**Run 1: close-up of the layout**

Bar = 5 um. Region (54, 54) to (74, 74) um. Cells in gray, sequential cells in the stronger gray; small squares are vias.
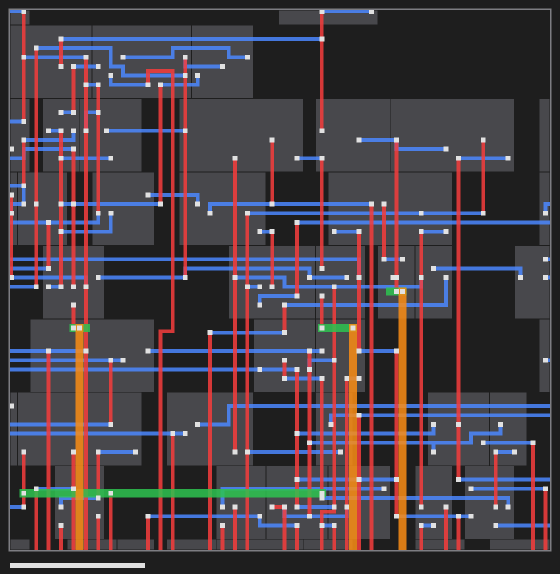
**Run 1: signal wires on met1**

Bar = 20 um.
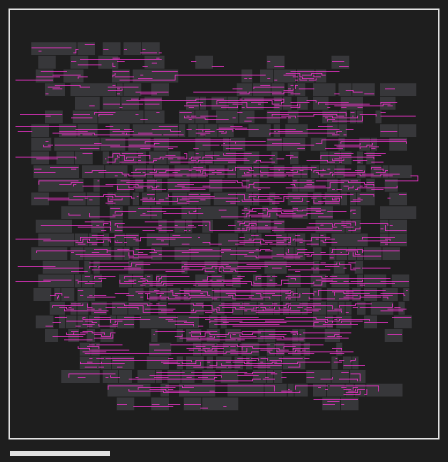
**Run 1: wiring by layer**

Bar = 20 um. Two of the layers only.
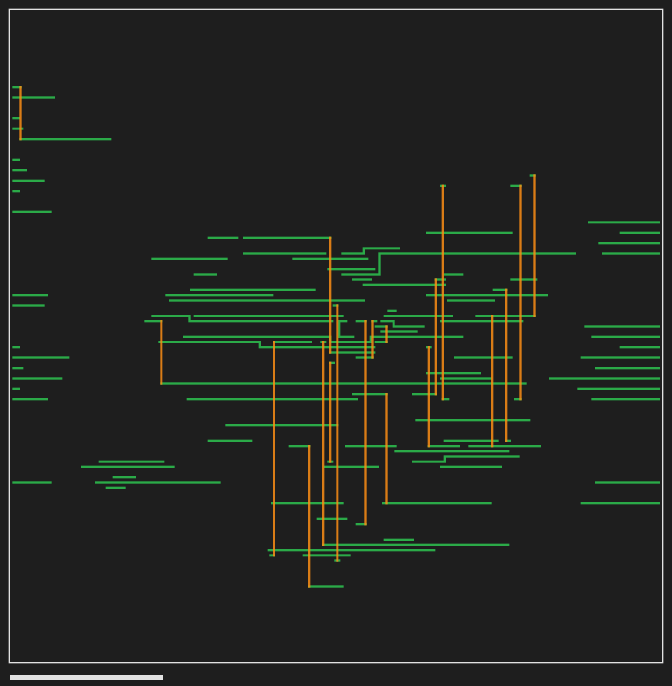
[config.mk]
export PLATFORM = sky130hd
export DESIGN_NAME = core_alu_reg_flat
export DESIGN_NICKNAME = d
export VERILOG_FILES = /design/src/rtl/core_alu_reg_if.sv /design/src/rtl/core_alu_reg.sv /design/src/flat_wrapper.sv
export SDC_FILE = /design/constraint.sdc
export NUM_CORES = 1
export LEC_CHECK = 0
export CAP_MARGIN = 20
export CORE_MARGIN = 4
export CORE_UTILIZATION = 45
export DETAILED_ROUTE_END_ITERATION = 8
export PLACE_DENSITY = 0.71
export SLEW_MARGIN = 20
export SYNTH_ARGS = -nofsm -noshare
export SYNTH_HDL_FRONTEND = slang
export SYNTH_SLANG_ARGS = --single-unit
[constraint.sdc]
create_clock -name I_clock -period 5 [get_ports I_clock]
set_input_delay 0.5 -clock I_clock [delete_from_list [all_inputs] [get_ports I_clock]]
set_output_delay 0.5 -clock I_clock [all_outputs]
set_load 0.1 [all_outputs]
[src/rtl/core_alu_reg_if.sv]
// ALU bus for core_alu_reg: operation select, operands, flag mask and the
// C/V/N/Z flags going in and out. The master drives the operation; the
// slave (the ALU) returns the result and the updated flags.
interface core_alu_reg_if;
  logic [3:0] I_control;
  logic [3:0] I_mask_p;
  logic [7:0] I_lhs;
  logic [7:0] I_rhs;
  logic       I_carry;
  logic       I_overflow;
  logic       I_sign;
  logic       I_zero;
  logic [7:0] O_result;
  logic       O_carry;
  logic       O_overflow;
  logic       O_sign;
  logic       O_zero;

  modport master (
    output I_control, I_mask_p, I_lhs, I_rhs,
    output I_carry, I_overflow, I_sign, I_zero,
    input  O_result, O_carry, O_overflow, O_sign, O_zero
  );

  modport slave (
    input  I_control, I_mask_p, I_lhs, I_rhs,
    input  I_carry, I_overflow, I_sign, I_zero,
    output O_result, O_carry, O_overflow, O_sign, O_zero
  );
endinterface

[src/rtl/core_alu_reg.sv]
// 6502-style 8-bit ALU with per-flag update masking. Next to it sits an
// independent WIDTH-bit storage register with a load enable. The ALU is
// purely combinational and ignores clock and reset; only the register
// is clocked.
module core_alu_reg #(
  parameter int WIDTH = 8
) (
  input  logic             I_clock,
  input  logic             I_reset,
  input  logic             I_enable,
  input  logic [WIDTH-1:0] I_d,
  output logic [WIDTH-1:0] O_q,
  core_alu_reg_if.slave    alu
);

  typedef enum logic [3:0] {
    OP_NOP = 4'h0,
    OP_ADC = 4'h1,
    OP_SBC = 4'h2,
    OP_AND = 4'h3,
    OP_ORA = 4'h4,
    OP_EOR = 4'h5,
    OP_ASL = 4'h6,
    OP_LSR = 4'h7,
    OP_ROL = 4'h8,
    OP_ROR = 4'h9,
    OP_INC = 4'hA,
    OP_DEC = 4'hB,
    OP_CMP = 4'hC,
    OP_BIT = 4'hD,
    OP_LD  = 4'hE
  } alu_op_e;

  logic [7:0] lhs;
  logic [7:0] rhs;
  logic [7:0] op_b;
  logic [8:0] sum9;
  logic [7:0] res;
  logic       c_new;
  logic       v_new;
  logic       n_new;
  logic       z_new;
  logic       nz_from_res;

  assign lhs = alu.I_lhs;
  assign rhs = alu.I_rhs;

  // Compute the result and the unmasked flags for the selected operation.
  always_comb begin
    // NOTE: every variable gets a default before the case. Any path that
    // left one unassigned would infer a latch.
    op_b        = rhs;
    sum9        = '0;
    res         = lhs;
    c_new       = alu.I_carry;
    v_new       = alu.I_overflow;
    n_new       = alu.I_sign;
    z_new       = alu.I_zero;
    nz_from_res = 1'b1;
    case (alu_op_e'(alu.I_control))
      OP_ADC, OP_SBC: begin
        // SBC is ADC on the inverted operand; carry in 1 means no borrow.
        op_b  = (alu.I_control == OP_SBC) ? ~rhs : rhs;
        sum9  = {1'b0, lhs} + {1'b0, op_b} + {8'b0, alu.I_carry};
        res   = sum9[7:0];
        c_new = sum9[8];
        v_new = ~(lhs[7] ^ op_b[7]) & (lhs[7] ^ sum9[7]);
      end
      OP_AND: res = lhs & rhs;
      OP_ORA: res = lhs | rhs;
      OP_EOR: res = lhs ^ rhs;
      OP_ASL: begin
        res   = {lhs[6:0], 1'b0};
        c_new = lhs[7];
      end
      OP_LSR: begin
        res   = {1'b0, lhs[7:1]};
        c_new = lhs[0];
      end
      OP_ROL: begin
        res   = {lhs[6:0], alu.I_carry};
        c_new = lhs[7];
      end
      OP_ROR: begin
        res   = {alu.I_carry, lhs[7:1]};
        c_new = lhs[0];
      end
      OP_INC: res = lhs + 8'd1;
      OP_DEC: res = lhs - 8'd1;
      OP_CMP: begin
        // lhs + ~rhs + 1 == lhs - rhs; the carry out is set when no borrow occurs.
        sum9  = {1'b0, lhs} + {1'b0, ~rhs} + 9'd1;
        res   = sum9[7:0];
        c_new = sum9[8];
      end
      OP_BIT: begin
        res         = lhs;
        z_new       = ((lhs & rhs) == 8'h00);
        n_new       = rhs[7];
        v_new       = rhs[6];
        nz_from_res = 1'b0;
      end
      OP_LD: res = rhs;
      default: nz_from_res = 1'b0;  // NOP and the reserved code 0xF
    endcase
    if (nz_from_res) begin
      n_new = res[7];
      z_new = (res == 8'h00);
    end
  end

  // A flag takes its computed value only where its mask bit is set.
  // The result itself is never masked.
  assign alu.O_result   = res;
  assign alu.O_sign     = alu.I_mask_p[3] ? n_new : alu.I_sign;
  assign alu.O_overflow = alu.I_mask_p[2] ? v_new : alu.I_overflow;
  assign alu.O_zero     = alu.I_mask_p[1] ? z_new : alu.I_zero;
  assign alu.O_carry    = alu.I_mask_p[0] ? c_new : alu.I_carry;

  // Storage register: asynchronous clear, load on enable, hold otherwise.
  always_ff @(posedge I_clock or negedge I_reset) begin
    // NOTE: sequential state uses non-blocking assignments, so all flops
    // update together at the edge.
    if (!I_reset) begin
      O_q <= '0;
    end else if (I_enable) begin
      O_q <= I_d;
    end
  end

endmodule

[src/flat_wrapper.sv]
// flat-port wrapper written by rule: the top's interface ports become plain ports
module core_alu_reg_flat 
#(
  parameter int WIDTH = 8
)
  (I_clock, I_reset, I_enable, I_d, O_q, alu_I_control, alu_I_mask_p, alu_I_lhs, alu_I_rhs, alu_I_carry, alu_I_overflow, alu_I_sign, alu_I_zero, alu_O_result, alu_O_carry, alu_O_overflow, alu_O_sign, alu_O_zero);
  core_alu_reg_if alu_i ();
  input  logic I_clock;
  input  logic I_reset;
  input  logic I_enable;
  input  logic [WIDTH-1:0] I_d;
  output logic [WIDTH-1:0] O_q;
  input wire logic [$bits(alu_i.I_control)-1:0] alu_I_control;
  input wire logic [$bits(alu_i.I_mask_p)-1:0] alu_I_mask_p;
  input wire logic [$bits(alu_i.I_lhs)-1:0] alu_I_lhs;
  input wire logic [$bits(alu_i.I_rhs)-1:0] alu_I_rhs;
  input wire logic [$bits(alu_i.I_carry)-1:0] alu_I_carry;
  input wire logic [$bits(alu_i.I_overflow)-1:0] alu_I_overflow;
  input wire logic [$bits(alu_i.I_sign)-1:0] alu_I_sign;
  input wire logic [$bits(alu_i.I_zero)-1:0] alu_I_zero;
  output wire logic [$bits(alu_i.O_result)-1:0] alu_O_result;
  output wire logic [$bits(alu_i.O_carry)-1:0] alu_O_carry;
  output wire logic [$bits(alu_i.O_overflow)-1:0] alu_O_overflow;
  output wire logic [$bits(alu_i.O_sign)-1:0] alu_O_sign;
  output wire logic [$bits(alu_i.O_zero)-1:0] alu_O_zero;
  assign alu_i.I_control = alu_I_control;
  assign alu_i.I_mask_p = alu_I_mask_p;
  assign alu_i.I_lhs = alu_I_lhs;
  assign alu_i.I_rhs = alu_I_rhs;
  assign alu_i.I_carry = alu_I_carry;
  assign alu_i.I_overflow = alu_I_overflow;
  assign alu_i.I_sign = alu_I_sign;
  assign alu_i.I_zero = alu_I_zero;
  assign alu_O_result = alu_i.O_result;
  assign alu_O_carry = alu_i.O_carry;
  assign alu_O_overflow = alu_i.O_overflow;
  assign alu_O_sign = alu_i.O_sign;
  assign alu_O_zero = alu_i.O_zero;
  core_alu_reg #(.WIDTH(WIDTH)) u_core (.I_clock(I_clock), .I_reset(I_reset), .I_enable(I_enable), .I_d(I_d), .O_q(O_q), .alu(alu_i));
endmodule
==> impl_metrics.json, run 1 <==
{
  "sequential_cell_total": 8,
  "yosys.cell_types.count": 66,
  "seqAreaFraction_pct": 5.65,
  "synth-async-reset-ratio_pct": 100,
  "ys_sh_mux_pct": 5.97,
  "syn-num-nets": 435,
  "cp_cell_sequence": "clkdlybuf4s50_1, or2_4, nor2_4, xnor2_2, fa_2, fa_2, xnor2_1, a22oi_1, nor2_1, a31oi_1, o211ai_1, or4_1, or4_1, o31ai_4, buf_12",
  "fp.coreArea_mm2": 0.00564,
  "ys_seq_share_pct": 7.46,
  "pre_cts_slack_ns": 0.134,
  "synth-seq-cells": 8,
  "timing.hold.worst_endpoint": "u_core.O_q[5]",
  "ff2ff_path_depth": 1,
  "netlist_logic_family_top": "AND-OR/OR-AND gates",
  "num-nets-final": 490,
  "grt_most_used_layer": "met2",
  "synth.cellmix.adderShare_pct": 17.2,
  "maximum_fanout_along_the_worst_path": 4,
  "post_detailed_route_wirelength_per_cell_um": 18.9,
  "ys_top_cells_by_area": "sky130_fd_sc_hd__ha_1 (15%), sky130_fd_sc_hd__dfrtp_1 (7.5%), sky130_fd_sc_hd__a21oi_1 (6.2%)",
  "clockPowerShare_pct": 11.1,
  "ys_cells": 361,
  "finished_layout_cell_area_mm2": 0.00354,
  "worst-path-buf-inv": 2,
  "proportion_of_cell_area_spent_on_the_clock_network_pct": 1.17,
  "grt_start_max_net_pins": 37,
  "achievable-frequency_mhz": 208,
  "hold_violations": 0,
  "cts.path.max_buffers": 2,
  "top_area_cell_class": "logic gates",
  "route.top_layer_used": "met4",
  "seqPwrFrac_pct": 10.7,
  "antennaDiodeCount": 0,
  "post_route_cells_drive_above_1_share_pct": 14.0,
  "antenna_found_initial": 0,
  "route.met3.wl_um": 902,
  "result_of_the_run": "completed",
  "worstSkewPairLatency_ns": 0.23,
  "seq_cell_power_uw": 74.7,
  "clockNetworkPower_uw": 77.6,
  "track_usage_pct": 24.9,
  "timing.final.max_slew_violations": 0,
  "p_total_uw": 697,
  "minimum_clock_period_after_layout_ns": 4.80,
  "placed_cells_incl_taps": 483,
  "routing_usage_on_met2_pct": 38.3,
  "row_count": 27,
  "layout_clock_buffer_count": 3,
  "met3_usage_grt_pct": 3.30,
  "non_clock_buffer_area_share_pct": 23.2,
  "switching_power_uw": 370,
  "finalWirelength_um": 9210,
  "timing.rr.end": "u_core.O_q[7]",
  "io_buffers": 58,
  "p_per_area_mw_per_mm2": 197,
  "complex_gates_by_area_pct": 33.6,
  "slew_headroom_pct": 34.2,
  "crit_path_max_incr_delay_ns": 0.59,
  "post_synth_most_frequent_cells": "sky130_fd_sc_hd__a21oi_1 (33), sky130_fd_sc_hd__ha_1 (32), sky130_fd_sc_hd__nor2_1 (31)",
  "registers.top_by_ff_count": "u_core.O_q",
  "synth.top_cell.area_share_pct": 14.9,
  "maximum_level_of_the_cts_h_tree": 1,
  "post_synth_simple_gate_area_pct": 20.2
}
Notes on 'close-up of the layout' above:
- blue: metal 1
- green: metal 3
- orange: metal 4
- red: metal 2
- most frequent: ha_1 (6), inv_1 (3), or3_1 (3)
- cells with their middle in the window: 32
- sequential cells in the window: 0

Notes on 'signal wires on met1' above:
- nets with wire on the layer: 432
- share of all routed wire: 42%
Via Count: 3102
met1 usage in global routing: 35.3%

Notes on 'wiring by layer' above:
- orange: metal 4 (wire length 335 um)
- green: metal 3 (wire length 902 um)

-- run 1: cell usage in the layout (no fill, tap or decap), types with 6 or more instances in the layout --
| cell type | netlist | routed |
|---|---|---|
| sky130_fd_sc_hd__a21oi_1 | 33 | 32 |
| sky130_fd_sc_hd__buf_12 | 0 | 12 |
| sky130_fd_sc_hd__buf_4 | 2 | 16 |
| sky130_fd_sc_hd__clkdlybuf4s50_1 | 0 | 46 |
| sky130_fd_sc_hd__dfrtp_1 | 8 | 8 |
| sky130_fd_sc_hd__ha_1 | 32 | 32 |
| sky130_fd_sc_hd__inv_1 | 27 | 27 |
| sky130_fd_sc_hd__mux2_2 | 8 | 8 |
| sky130_fd_sc_hd__mux2i_1 | 7 | 7 |
| sky130_fd_sc_hd__nand2_1 | 22 | 22 |
| sky130_fd_sc_hd__nand2b_1 | 7 | 6 |
| sky130_fd_sc_hd__nor2_1 | 31 | 30 |
| sky130_fd_sc_hd__o21a_1 | 7 | 6 |
| sky130_fd_sc_hd__o21ai_0 | 15 | 15 |
| sky130_fd_sc_hd__o22ai_1 | 7 | 7 |
| sky130_fd_sc_hd__o32ai_1 | 6 | 6 |
| sky130_fd_sc_hd__xnor2_1 | 16 | 15 |
-- run 1: how the worst max path moves through the flow --
stage,from,to,slack (ns),cells past startpoint
finish,alu_I_control[3],alu_O_zero,0.20,15
global route,alu_I_control[3],alu_O_zero,0.02,15
CTS,alu_I_control[3],alu_O_zero,0.09,15
detailed placement,alu_I_control[3],alu_O_zero,0.13,15
floorplan,alu_I_control[1],alu_O_zero,-0.26,15
global placement,alu_I_control[3],alu_O_zero,0.23,15
-- run 1: what timing repair did --
item	4_1_cts	5_1_grt
gates resized	0	1
hold buffers	0	0
setup endpoints to repair	0	1
==> run 2, diff against run 1 <==
- PLACE_DENSITY: 0.71 -> 0.74
- clock period: 5 -> 4.07 ns (I/O delays scaled with it)
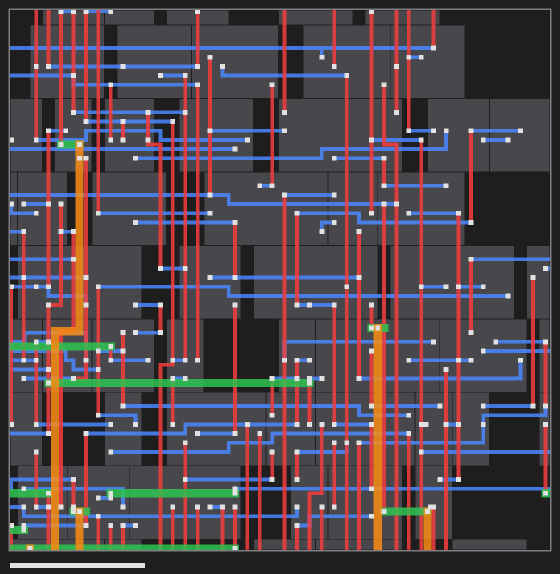
**Above:** run 2 (close-up of the layout).
Bar = 5 um. Region (54, 54) to (74, 74) um. Cells in gray, sequential cells in the stronger gray; small squares are vias.
- blue: metal 1
- green: metal 3
- red: metal 2
- orange: metal 4
- most frequent: a21oi_1 (5), ha_1 (5), buf_4 (5)
- sequential cells in the window: 0
- cells with their middle in the window: 42

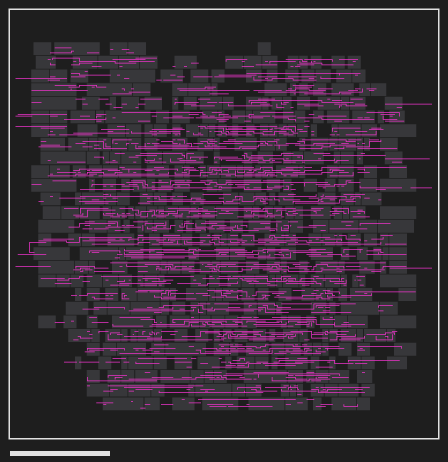
**Above:** run 2 (signal wires on met1).
Bar = 20 um.
- nets with wire on the layer: 488
- longest straight run: 29.4 um
- wire length on this layer: 4020 um
- share of all routed wire: 40%

==> impl_metrics.json, run 2 <==
{
  "result_of_the_run": "finished, violations left",
  "violations": "setup timing",
  "routing_usage_on_met2_pct": 45.4,
  "postLayoutSetupSlackWorst_ns": -0.157,
  "worstSkewPairLatency_ns": 0.22,
  "drt_drc_violations_left": 0,
  "row_count": 27,
  "p_total_uw": 950,
  "worst-path-buf-inv": 2,
  "grt_pass1_wl_um": 16100,
  "maximum_level_of_the_cts_h_tree": 1,
  "die.size.x_um": 85.2,
  "finalClockSkew_ns": 0,
  "ys_cells": 361,
  "achievable-frequency_mhz": 237,
  "yosysMostFrequentCell": "sky130_fd_sc_hd__a21oi_1",
  "ys_top_cells_by_area": "sky130_fd_sc_hd__ha_1 (15%), sky130_fd_sc_hd__dfrtp_1 (7.5%), sky130_fd_sc_hd__a21oi_1 (6.2%)",
  "grt_start_max_net_pins": 36,
  "post_cts_hold_buffer_count": 0,
  "route.met3.wl_um": 892,
  "comb_pwr_share_pct": 80.5,
  "finished_layout_cell_area_mm2": 0.00408,
  "detailed_place.area_mm2": 0.00392,
  "io_buffers": 58,
  "p_per_area_mw_per_mm2": 233,
  "switching_power_uw": 481,
  "placed_cells_incl_taps": 539,
  "ys_seq_share_pct": 7.46,
  "fp.coreArea_mm2": 0.00564,
  "synth-async-reset-ratio_pct": 100,
  "num-nets-final": 553,
  "global_route.usage.met1_pct": 35.3,
  "post_detailed_route_wirelength_per_cell_um": 18.4,
  "post_route_cells_drive_above_1_share_pct": 29.1,
  "registers.top_by_ff_count": "u_core.O_q",
  "minimum_clock_period_after_layout_ns": 4.23,
  "slew_headroom_pct": 34.3,
  "finalSetupViolCount": 2,
  "synth-seq-cells": 8,
  "antenna_found_initial": 0,
  "synth.top_cell.area_share_pct": 14.9,
  "post_drt_via_cell_ratio": 6.19,
  "layout_top_cells": "sky130_fd_sc_hd__buf_4 (76), sky130_fd_sc_hd__clkdlybuf4s50_1 (39), sky130_fd_sc_hd__ha_1 (32)",
  "hold_violations": 0,
  "track_usage_pct": 26.9,
  "crit_path_max_incr_delay_ns": 0.57,
  "post_synth_most_frequent_cells": "sky130_fd_sc_hd__a21oi_1 (33), sky130_fd_sc_hd__ha_1 (32), sky130_fd_sc_hd__nor2_1 (31)",
  "cts.path.max_buffers": 2,
  "first_iter_violations": 520,
  "clockPowerShare_pct": 9.8,
  "cp_cell_sequence": "buf_6, or2_4, nor2_4, xnor2_2, fa_2, fa_2, xnor2_2, a22oi_2, nor2_1, a31oi_1, o211ai_1, or4_1, or4_4, o31ai_4, buf_12",
  "route.top_layer_used": "met4",
  "grt_most_used_layer": "met2",
  "dr_total_vias": 3399,
  "finalWirelength_um": 10100,
  "maximum_fanout_along_the_worst_path": 3,
  "initial_utilization_pct": 47.5,
  "data_required_time_of_the_critical_path_ns": 3.66,
  "kind_of_capture_point_of_the_worst_setup_path": "output pin",
  "layout.cells.most_common": "sky130_fd_sc_hd__buf_4",
  "syn-mean-instance-area_um2": 7.43,
  "yosys.cell_types.count": 66,
  "timing.final.max_slew_violations": 0,
  "seqPwrFrac_pct": 9.7,
  "met3_usage_grt_pct": 3.30,
  "antennaDiodeCount": 0,
  "syn-num-nets": 435,
  "wl_met2_um": 4790,
  "chipHeight_um": 85.2
}
## run 2: cell families after synthesis
logic type,share of synthesized area [%]
compound gates,33.6
simple gates,20.2
buf+inv,9.37
fa+ha+maj,17.2
xor+xnor,6.20
mux,5.97
flops,7.46
## run 2: cell type report
class                      count  area [um2]  share of cell area [%]
clock buffer                   3        41.3                    1.01
multi-input combinational    302        2350                    57.5
inverter                      27         101                    2.48
tap                           72        90.1                    2.21
timing repair buffer         137        1300                    31.9
sequential                     8         200                    4.90
## run 2: stage by stage
stage	util, %	worst slack, ns	TNS [ns]	hold slack, ns
after global placement	69.5	-0.477	-0.480	0.487
after global routing	72.3	-0.258	-0.489	0.477
after floorplan	-	-1.01	-1.01	0.111
after CTS	71.6	-0.215	-0.215	0.467
final	72.3	-0.157	-0.178	0.458
after detailed placement	69.5	-0.515	-0.578	0.496
## run 2: path summary, 6_finish.rpt
kind	startpoint	to	cells past startpoint
max	alu_I_control[2]	alu_O_zero	15
min	I_reset	u_core.O_q[4]	1
max reg2reg	u_core.O_q[3]	u_core.O_q[3]	1
min reg2reg	u_core.O_q[5]	u_core.O_q[5]	1
max in group asynchronous	I_reset	u_core.O_q[5]	1
min in group I_clock	u_core.O_q[5]	u_core.O_q[5]	1
## run 2: repair_timing
action / CTS / global route
gates resized: 21 / 15
endpoints found under the setup margin: 2 / 4
setup buffers: 5 / 3
pin swaps: 14 / 15
## run 2: power by group through the flow
stage / Combinational, mW / Clock (mW) / Sequential, mW
detailed placement: 0.728 / 0 / 0.0932
global placement: 0.717 / 0 / 0.0922
CTS: 0.746 / 0.0960 / 0.0922
floorplan: 0.388 / 0 / 0.152
finish: 0.764 / 0.0935 / 0.0921
global route: 0.803 / 0.100 / 0.0934
No activity file was given, so power comes from the tool's default toggle rates.
